**src/rtl/noc_flit_receiver_if.sv**
```systemverilog
// Output flit stream of the NoC receiver: valid/ready with tdata/tdest/tlast.
// The receiver drives through master; the downstream consumer uses slave.
interface noc_flit_receiver_if #(
  parameter int FLIT_WIDTH = 32,
  parameter int DEST_WIDTH = 6
);
  logic                  m_tvalid;
  logic                  m_tready;
  logic [FLIT_WIDTH-1:0] m_tdata;
  logic [DEST_WIDTH-1:0] m_tdest;
  logic                  m_tlast;

  modport master (output m_tvalid, m_tdata, m_tdest, m_tlast, input m_tready);
  modport slave  (input m_tvalid, m_tdata, m_tdest, m_tlast, output m_tready);
endinterface

```
**src/rtl/noc_flit_receiver.sv**
```systemverilog
// Credit-link sink: buffers flits in a show-ahead FIFO (1-cycle latency), stalls on m_tready, drops when full and flags overflow.
// Returns one registered credit per pop. Optional NOC_RX_PKT_CHECK_EN adds a push-side packet FSM that flags dest changes.
module noc_flit_receiver #(
  parameter int FLIT_WIDTH        = 32,
  parameter int DEST_WIDTH        = 6,
  parameter int FLIT_BUFFER_DEPTH = 8,
  parameter int PKT_CNT_WIDTH     = 16
) (
  input  logic                     clk_noc,
  input  logic                     rst_n,
  input  logic [FLIT_WIDTH-1:0]    data_in,
  input  logic [DEST_WIDTH-1:0]    dest_in,
  input  logic                     is_tail_in,
  input  logic                     send_in,
  output logic                     credit_out,
  output logic [PKT_CNT_WIDTH-1:0] pkt_count,
  output logic                     overflow_err,
  output logic                     dest_err,
  noc_flit_receiver_if.master      m_axis
);
  localparam int PTR_W = $clog2(FLIT_BUFFER_DEPTH);
  localparam logic [PTR_W:0] FULL_CNT = (PTR_W+1)'(FLIT_BUFFER_DEPTH);

  typedef struct packed {
    logic [FLIT_WIDTH-1:0] data;
    logic [DEST_WIDTH-1:0] dest;
    logic                  tail;
  } flit_t;

  flit_t                    mem_q [FLIT_BUFFER_DEPTH];
  flit_t                    head, wr_flit;
  logic [PTR_W-1:0]         wr_ptr_q, wr_ptr_d, rd_ptr_q, rd_ptr_d;
  logic [PTR_W:0]           count_q, count_d;
  logic                     credit_q, credit_d;
  logic [PKT_CNT_WIDTH-1:0] pkt_cnt_q, pkt_cnt_d;
  logic                     ovf_q, ovf_d;
  logic                     vld, full, pop, push, drop;

  always_comb begin
    head     = mem_q[rd_ptr_q];
    wr_flit  = '{data: data_in, dest: dest_in, tail: is_tail_in};
    vld      = (count_q != '0);
    full     = (count_q == FULL_CNT);
    pop      = vld && m_axis.m_tready;
    // When full, a same-edge pop frees the slot the push lands in.
    push     = send_in && (!full || pop);
    drop     = send_in && full && !pop;
    wr_ptr_d = wr_ptr_q + PTR_W'(push);
    rd_ptr_d = rd_ptr_q + PTR_W'(pop);
    count_d  = count_q + (PTR_W+1)'(push) - (PTR_W+1)'(pop);
    credit_d = pop;
    pkt_cnt_d = pkt_cnt_q + PKT_CNT_WIDTH'(pop && head.tail);
    ovf_d    = ovf_q | drop;
  end

  always_ff @(posedge clk_noc or negedge rst_n) begin
    if (!rst_n) begin
      wr_ptr_q  <= '0;
      rd_ptr_q  <= '0;
      count_q   <= '0;
      credit_q  <= 1'b0;
      pkt_cnt_q <= '0;
      ovf_q     <= 1'b0;
    end else begin
      wr_ptr_q  <= wr_ptr_d;
      rd_ptr_q  <= rd_ptr_d;
      count_q   <= count_d;
      credit_q  <= credit_d;
      pkt_cnt_q <= pkt_cnt_d;
      ovf_q     <= ovf_d;
    end
  end

  always_ff @(posedge clk_noc) begin
    if (push) mem_q[wr_ptr_q] <= wr_flit;
  end

  // Storage is not reset; outputs are zeroed whenever nothing is valid.
  assign m_axis.m_tvalid = vld;
  assign m_axis.m_tdata  = vld ? head.data : '0;
  assign m_axis.m_tdest  = vld ? head.dest : '0;
  assign m_axis.m_tlast  = vld ? head.tail : 1'b0;
  assign credit_out      = credit_q;
  assign pkt_count       = pkt_cnt_q;
  assign overflow_err    = ovf_q;

`ifdef NOC_RX_PKT_CHECK_EN
  typedef enum logic {S_IDLE, S_IN_PKT} state_t;

  state_t                st_q, st_d;
  logic [DEST_WIDTH-1:0] dest_lat_q, dest_lat_d;
  logic                  derr_q, derr_d;

  always_ff @(posedge clk_noc or negedge rst_n) begin
    if (!rst_n) begin
      st_q       <= S_IDLE;
      dest_lat_q <= '0;
      derr_q     <= 1'b0;
    end else begin
      st_q       <= st_d;
      dest_lat_q <= dest_lat_d;
      derr_q     <= derr_d;
    end
  end

  // Only accepted flits advance the packet tracker; dropped ones are ignored.
  always_comb begin
    st_d = st_q;
    case (st_q)
      S_IDLE:   if (push && !is_tail_in) st_d = S_IN_PKT;
      S_IN_PKT: if (push && is_tail_in)  st_d = S_IDLE;
      default:  st_d = S_IDLE;
    endcase
  end

  always_comb begin
    dest_lat_d = dest_lat_q;
    derr_d     = derr_q;
    if (st_q == S_IDLE && push && !is_tail_in) dest_lat_d = dest_in;
    if (st_q == S_IN_PKT && push && (dest_in != dest_lat_q)) derr_d = 1'b1;
  end

  assign dest_err = derr_q;
`else
  assign dest_err = 1'b0;
`endif
endmodule

```
**src/flat_wrapper.sv**
```systemverilog
// flat-port wrapper written by rule: the top's interface ports become plain ports
module noc_flit_receiver_flat 
#(
  parameter int FLIT_WIDTH        = 32,
  parameter int DEST_WIDTH        = 6,
  parameter int FLIT_BUFFER_DEPTH = 8,
  parameter int PKT_CNT_WIDTH     = 16
)
  (clk_noc, rst_n, data_in, dest_in, is_tail_in, send_in, credit_out, pkt_count, overflow_err, dest_err, m_axis_m_tvalid, m_axis_m_tdata, m_axis_m_tdest, m_axis_m_tlast, m_axis_m_tready);
  noc_flit_receiver_if #(.FLIT_WIDTH(FLIT_WIDTH), .DEST_WIDTH(DEST_WIDTH)) m_axis_i ();
  input  logic clk_noc;
  input  logic rst_n;
  input  logic [FLIT_WIDTH-1:0] data_in;
  input  logic [DEST_WIDTH-1:0] dest_in;
  input  logic is_tail_in;
  input  logic send_in;
  output logic credit_out;
  output logic [PKT_CNT_WIDTH-1:0] pkt_count;
  output logic overflow_err;
  output logic dest_err;
  output wire logic [$bits(m_axis_i.m_tvalid)-1:0] m_axis_m_tvalid;
  output wire logic [$bits(m_axis_i.m_tdata)-1:0] m_axis_m_tdata;
  output wire logic [$bits(m_axis_i.m_tdest)-1:0] m_axis_m_tdest;
  output wire logic [$bits(m_axis_i.m_tlast)-1:0] m_axis_m_tlast;
  input wire logic [$bits(m_axis_i.m_tready)-1:0] m_axis_m_tready;
  assign m_axis_m_tvalid = m_axis_i.m_tvalid;
  assign m_axis_m_tdata = m_axis_i.m_tdata;
  assign m_axis_m_tdest = m_axis_i.m_tdest;
  assign m_axis_m_tlast = m_axis_i.m_tlast;
  assign m_axis_i.m_tready = m_axis_m_tready;
  noc_flit_receiver #(.FLIT_WIDTH(FLIT_WIDTH), .DEST_WIDTH(DEST_WIDTH), .FLIT_BUFFER_DEPTH(FLIT_BUFFER_DEPTH), .PKT_CNT_WIDTH(PKT_CNT_WIDTH)) u_core (.clk_noc(clk_noc), .rst_n(rst_n), .data_in(data_in), .dest_in(dest_in), .is_tail_in(is_tail_in), .send_in(send_in), .credit_out(credit_out), .pkt_count(pkt_count), .overflow_err(overflow_err), .dest_err(dest_err), .m_axis(m_axis_i));
endmodule
```
**config.mk**
```make
export PLATFORM = sky130hd
export DESIGN_NAME = noc_flit_receiver_flat
export DESIGN_NICKNAME = d
export VERILOG_FILES = /design/src/rtl/noc_flit_receiver_if.sv /design/src/rtl/noc_flit_receiver.sv /design/src/flat_wrapper.sv
export SDC_FILE = /design/constraint.sdc
export NUM_CORES = 1
export LEC_CHECK = 0
export CAP_MARGIN = 20
export CORE_AREA = 3 3 161 163
export CTS_BUF_LIST = sky130_fd_sc_hd__clkbuf_8
export CTS_CLUSTER_SIZE = 14
export DETAILED_ROUTE_END_ITERATION = 12
export DIE_AREA = 0 0 164 166
export MAX_ROUTING_LAYER = met4
export PLACE_DENSITY_LB_ADDON = 0.2
export SLEW_MARGIN = 20
export SYNTH_ARGS = -nofsm -noshare
export SYNTH_HDL_FRONTEND = slang
export SYNTH_SLANG_ARGS = --single-unit
```
**constraint.sdc**
```tcl
create_clock -name clk_noc -period 4.6 [get_ports clk_noc]
set_input_delay 1.38 -clock clk_noc [delete_from_list [all_inputs] [get_ports clk_noc]]
set_output_delay 1.38 -clock clk_noc [all_outputs]
set_load 0.01 [all_outputs]
```
==> run_1/metal_stack.png <==
The bar under the picture is 50 µm long.
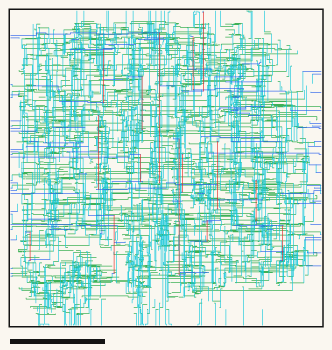
| colour | layer | wire length |
|---|---|---|
| cyan | met2 | 12800 µm |
| red | met4 | 479 µm |
| green | met1 | 11300 µm |
| blue | met3 | 1280 µm |

==> run_1/final_congestion.png <==
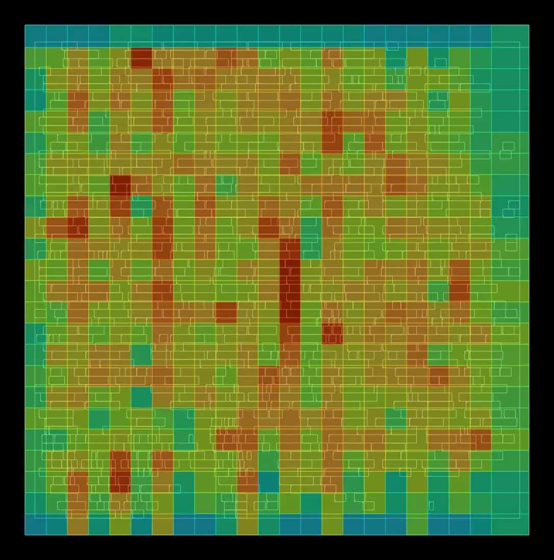
utilization after layout: 64.17%
met2 usage: 30.90%
aggregate global-route resource usage: 19.91%

==> flow_summary_export.csv, run 1 <==
group,metric,value,unit
outcome,status,"complete, no violations",
clocking,clkLatencyLatePin,0.57,ns
final_timing,fin_setup_tns,0,ns
clocking,path_clk_slew,0.06,ns
power,p_seq_share,42.7,%
final_timing,clock.fmax,233.0,MHz
power,power_leader,"sequential cells",
clocking,holdBufCountCts,0,
layout,layout.area.comb,2892,µm²
detailed_routing,dr.pass1.iters,5,
synth,synthCells,583,
hold_path,holdPathStages,1,
global_route,grt_pass1_vias,6862,
power,switching_share,30.42,%
clocking,cts_tree,"built",
final_timing,post-route-period-util,93.29,%
synth,yosys_most_used_dff,"edfxtp_1",
critical_path,arrival,2.91,ns
global_route,grt-ovfl-total,0,
layout,nFillCells,1656,
place,io_buffers,100,
clocking,post_cts_buffers,1,
layout,final_area,15700,µm²
detailed_routing,wl,25860,µm
global_route,grt_max_degree,39,
detailed_routing,drcViolationCount,0,
critical_path,reg2reg_depth,10,
flow_run,warnings,28,
hold_path,min_from,"u_core.overflow_err",
synth,area_leaders,"edfxtp_1 (71%), mux4_2 (8.2%), mux4_1 (5.6%)",
power,p_clk_share,23.0,%
final_timing,drv_slew,0,
final_timing,finalHoldWorstSlack,0.4740,ns
power,p_int,6.807,mW
==> run_1/zoom.png <==
The bar under the picture is 5 µm long. Region (72, 106) to (92, 126) µm. Cells in grey, sequential cells in the stronger grey; small squares are vias.
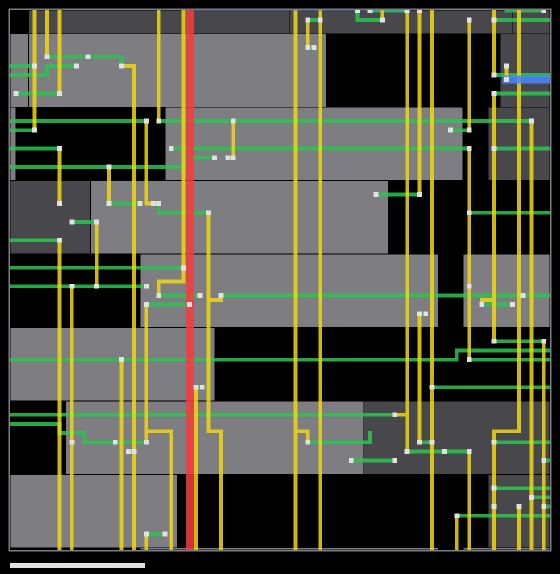
| colour | layer |
|---|---|
| red | met4 |
| green | met1 |
| yellow | met2 |
| blue | met3 |
cells with their middle in the window: 10
most frequent: edfxtp_1 (7)
sequential cells in the window: 7
netlist names of flops here include: u_core.mem_q (7)

run 1: cell families after synthesis:
family                     share of synthesized area [%]
and+or+nand+nor                                    1.847
DFF                                                76.61
muxes                                              14.13
AOI/OAI and AO/OA                                  2.827
xor gates and xnor gates                           1.266
buffers and inverters                              1.999
adders and majority gates                          1.295
other                                            0.02853
run 1: worst max-delay path by stage:
stage                          to  depth (start not counted)
3_3_place_gp    m_axis_m_tdata[3]                          4
5_1_grt         m_axis_m_tdata[3]                          4
3_5_place_dp   m_axis_m_tdata[24]                          4
6_report       m_axis_m_tdata[24]                          4
2_1_floorplan  u_core.mem_q[4][0]                          4
4_1_cts         m_axis_m_tdata[3]                          4
run 1: cell usage after synthesis (7+ instances only):
library cell / number
nor2_1: 11
mux4_2: 48
inv_1: 11
xnor2_1: 11
clkbuf_1: 7
ha_1: 12
a22o_1: 38
nand2_1: 8
mux4_1: 28
dfrtp_1: 28
edfxtp_1: 312
nand3_1: 8
xor2_1: 8
run 1: per-layer routing:
metal | vias to the layer above | track usage, % | wire length, µm
met5 | - | - | 0
met4 | 0 | 5.958 | 479
met3 | 36 | 3.617 | 1276
met2 | 183 | 30.90 | 12760
met1 | 3361 | 27.47 | 11340
li1 | 2767 | - | -
run 1: final cells by class:
| class | instances | share of cell area, % |
|---|---|---|
| clock buffers | 53 | 4.647 |
| clock inverters | 43 | 1.363 |
| inverters | 11 | 0.2630 |
| multi-input cells | 205 | 18.42 |
| flip-flops and latches | 340 | 64.20 |
| well taps | 324 | 2.582 |
| repair buffers | 124 | 8.529 |
run 1: critical path, stage by stage, from the launching register on:
cell,delay (ns)
dfrtp_4,0.70
buf_4,0.36
mux4_1,0.60
a22o_1,0.20
clkdlybuf4s50_1,0.49
==> run_1/gate_families.png <==
The bar under the picture is 50 µm long.
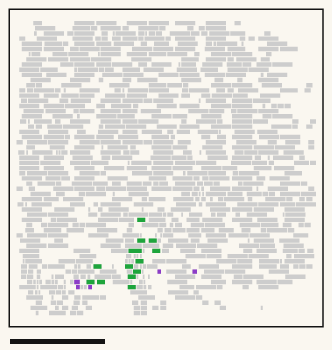

--- run 2 (diff from run 1) ---
- ABC_AREA: default -> 1
- clock period: 4.6 -> 5.2 ns (I/O delays scaled with it)
==> run_2/gate_families.png <==
The bar under the picture is 50 µm long.
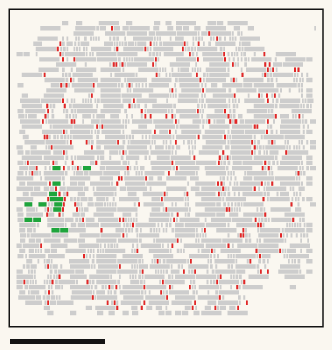
| colour | family | cells | where |
|---|---|---|---|
| green | adder and majority cells | 13 | left middle |
| red | inverters | 223 | all over the die |

==> run 2 against run 1 <==
  * Setup slack improved by 0.30 ns
  * Non-clock buffer count did not move
  * Global-route usage rose by 3.9 points
  * Synthesized area rose by 12%
  * Sequential share of layout area fell by 5.2 points
==> flow_summary_export.csv, run 2 <==
group,metric,value,unit
synth,compound_area_share,1.446,%
final_timing,fin_setup_tns,0,ns
synth,logic_family,"simple AND/OR/NAND/NOR gates",
synth,area_leaders,"edfxtp_1 (64%), nand2_1 (11%), inv_1 (5.6%)",
final_timing,drv_slew,0,
clocking,holdBufCountCts,0,
power,p_clk_share,22.0,%
clocking,cts_tree,"built",
synth,xor_share,0.7738,%
synth,top_cell,"nand2_1",
final_timing,clock.fmax,218.0,MHz
global_route,grt-ovfl-total,0,
global_route,busiest_layer,"met2",
detailed_routing,wl_met1,12760,µm
hold_path,min_from,"u_core.overflow_err",
place,io_buffers,100,
flow_run,warnings,28,
layout,final_area,17070,µm²
synth,mux_share,0,%
detailed_routing,wl,31320,µm
critical_path,arrival,3.03,ns
synth,synth-simple-area-share,19.99,%
power,p_seq_share,38.8,%
synth,synthCells,1433,
global_route,grt_pass1_vias,9780,
global_route,grtUsageTotal,23.83,%
power,power_leader,"combinational cells",
synth,adder_share,1.156,%
critical_path,reg2reg_depth,9,
global_route,met2_usage,38.70,%
outcome,status,"complete, no violations",
global_route,grt_max_degree,81,
final_timing,finalHoldWorstSlack,0.4838,ns
detailed_routing,dr.pass1.iters,5,
==> run_2/final_congestion.png <==
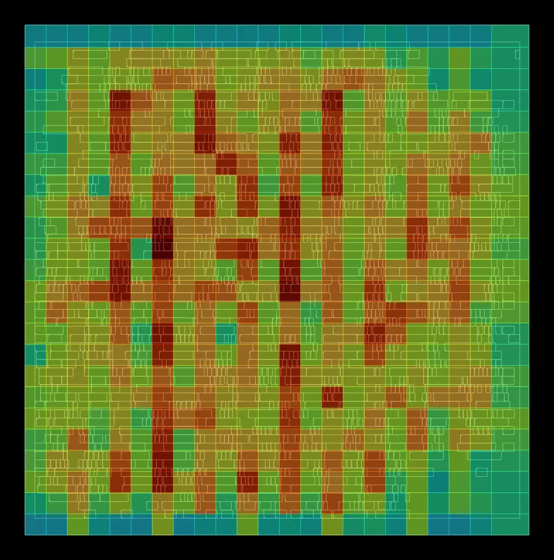
met3 Track Usage GR: 3.667%
met1 Use GR: 31.30%
final routed wire length divided by cell count: 16.41 µm

-- run 2: cell count changes after synthesis, moves of 38 or more --
cell / change
mux4_2: -48
nor2_1: +163
inv_1: +210
a22o_1: -38
nand2_1: +411
nand3_1: +125
-- run 2: worst max-delay path by stage --
stage | startpoint | to | slack [ns] | cells after the start
after floorplan | m_axis_m_tready | u_core.mem_q[0][0] | 1.22 | 4
after global placement | u_core.rd_ptr_q[0] | m_axis_m_tdest[0] | 1.19 | 8
after detailed placement | u_core.rd_ptr_q[0] | m_axis_m_tdest[0] | 1.19 | 8
after CTS | u_core.rd_ptr_q[0] | m_axis_m_tdest[0] | 0.57 | 8
after global routing | u_core.rd_ptr_q[0] | m_axis_m_tdata[31] | 0.41 | 8
final | u_core.rd_ptr_q[0] | m_axis_m_tdata[8] | 0.61 | 8
-- run 2: cells by family (layout without fill, tap and decap cells) --
group | after synthesis | count (layout)
AND-OR/OR-AND | 42 | 42
XOR/XNOR | 13 | 13
AND/OR/NAND/NOR | 734 | 734
other | 1 | 2
flip-flops | 340 | 340
adder cells (fa/ha/maj) | 13 | 13
buffers and inverters | 290 | 440
-- run 2: layout make-up --
class	instances	area [µm²]
Tap cell	324	405.4
Inverter	223	838.3
Clock buffer	57	784.5
Clock inverter	36	192.7
Sequential cell	340	10070
Timing Repair Buffer	124	1269
Multi-Input combinational cell	803	3507
Fill cell	1759	7388
Antenna cell	1	2.502
-- run 2: critical path, cell delays in order (launching register included) --
cell,delay (ns)
dfrtp_4,0.79
buf_4,0.54
nor2_1,0.10
nor2_1,0.10
nand2_1,0.05
nand2_1,0.06
nor2_1,0.04
nor2_1,0.18
clkdlybuf4s50_1,0.57
Power figures rest on the tool's default switching activity, not on a simulated workload.
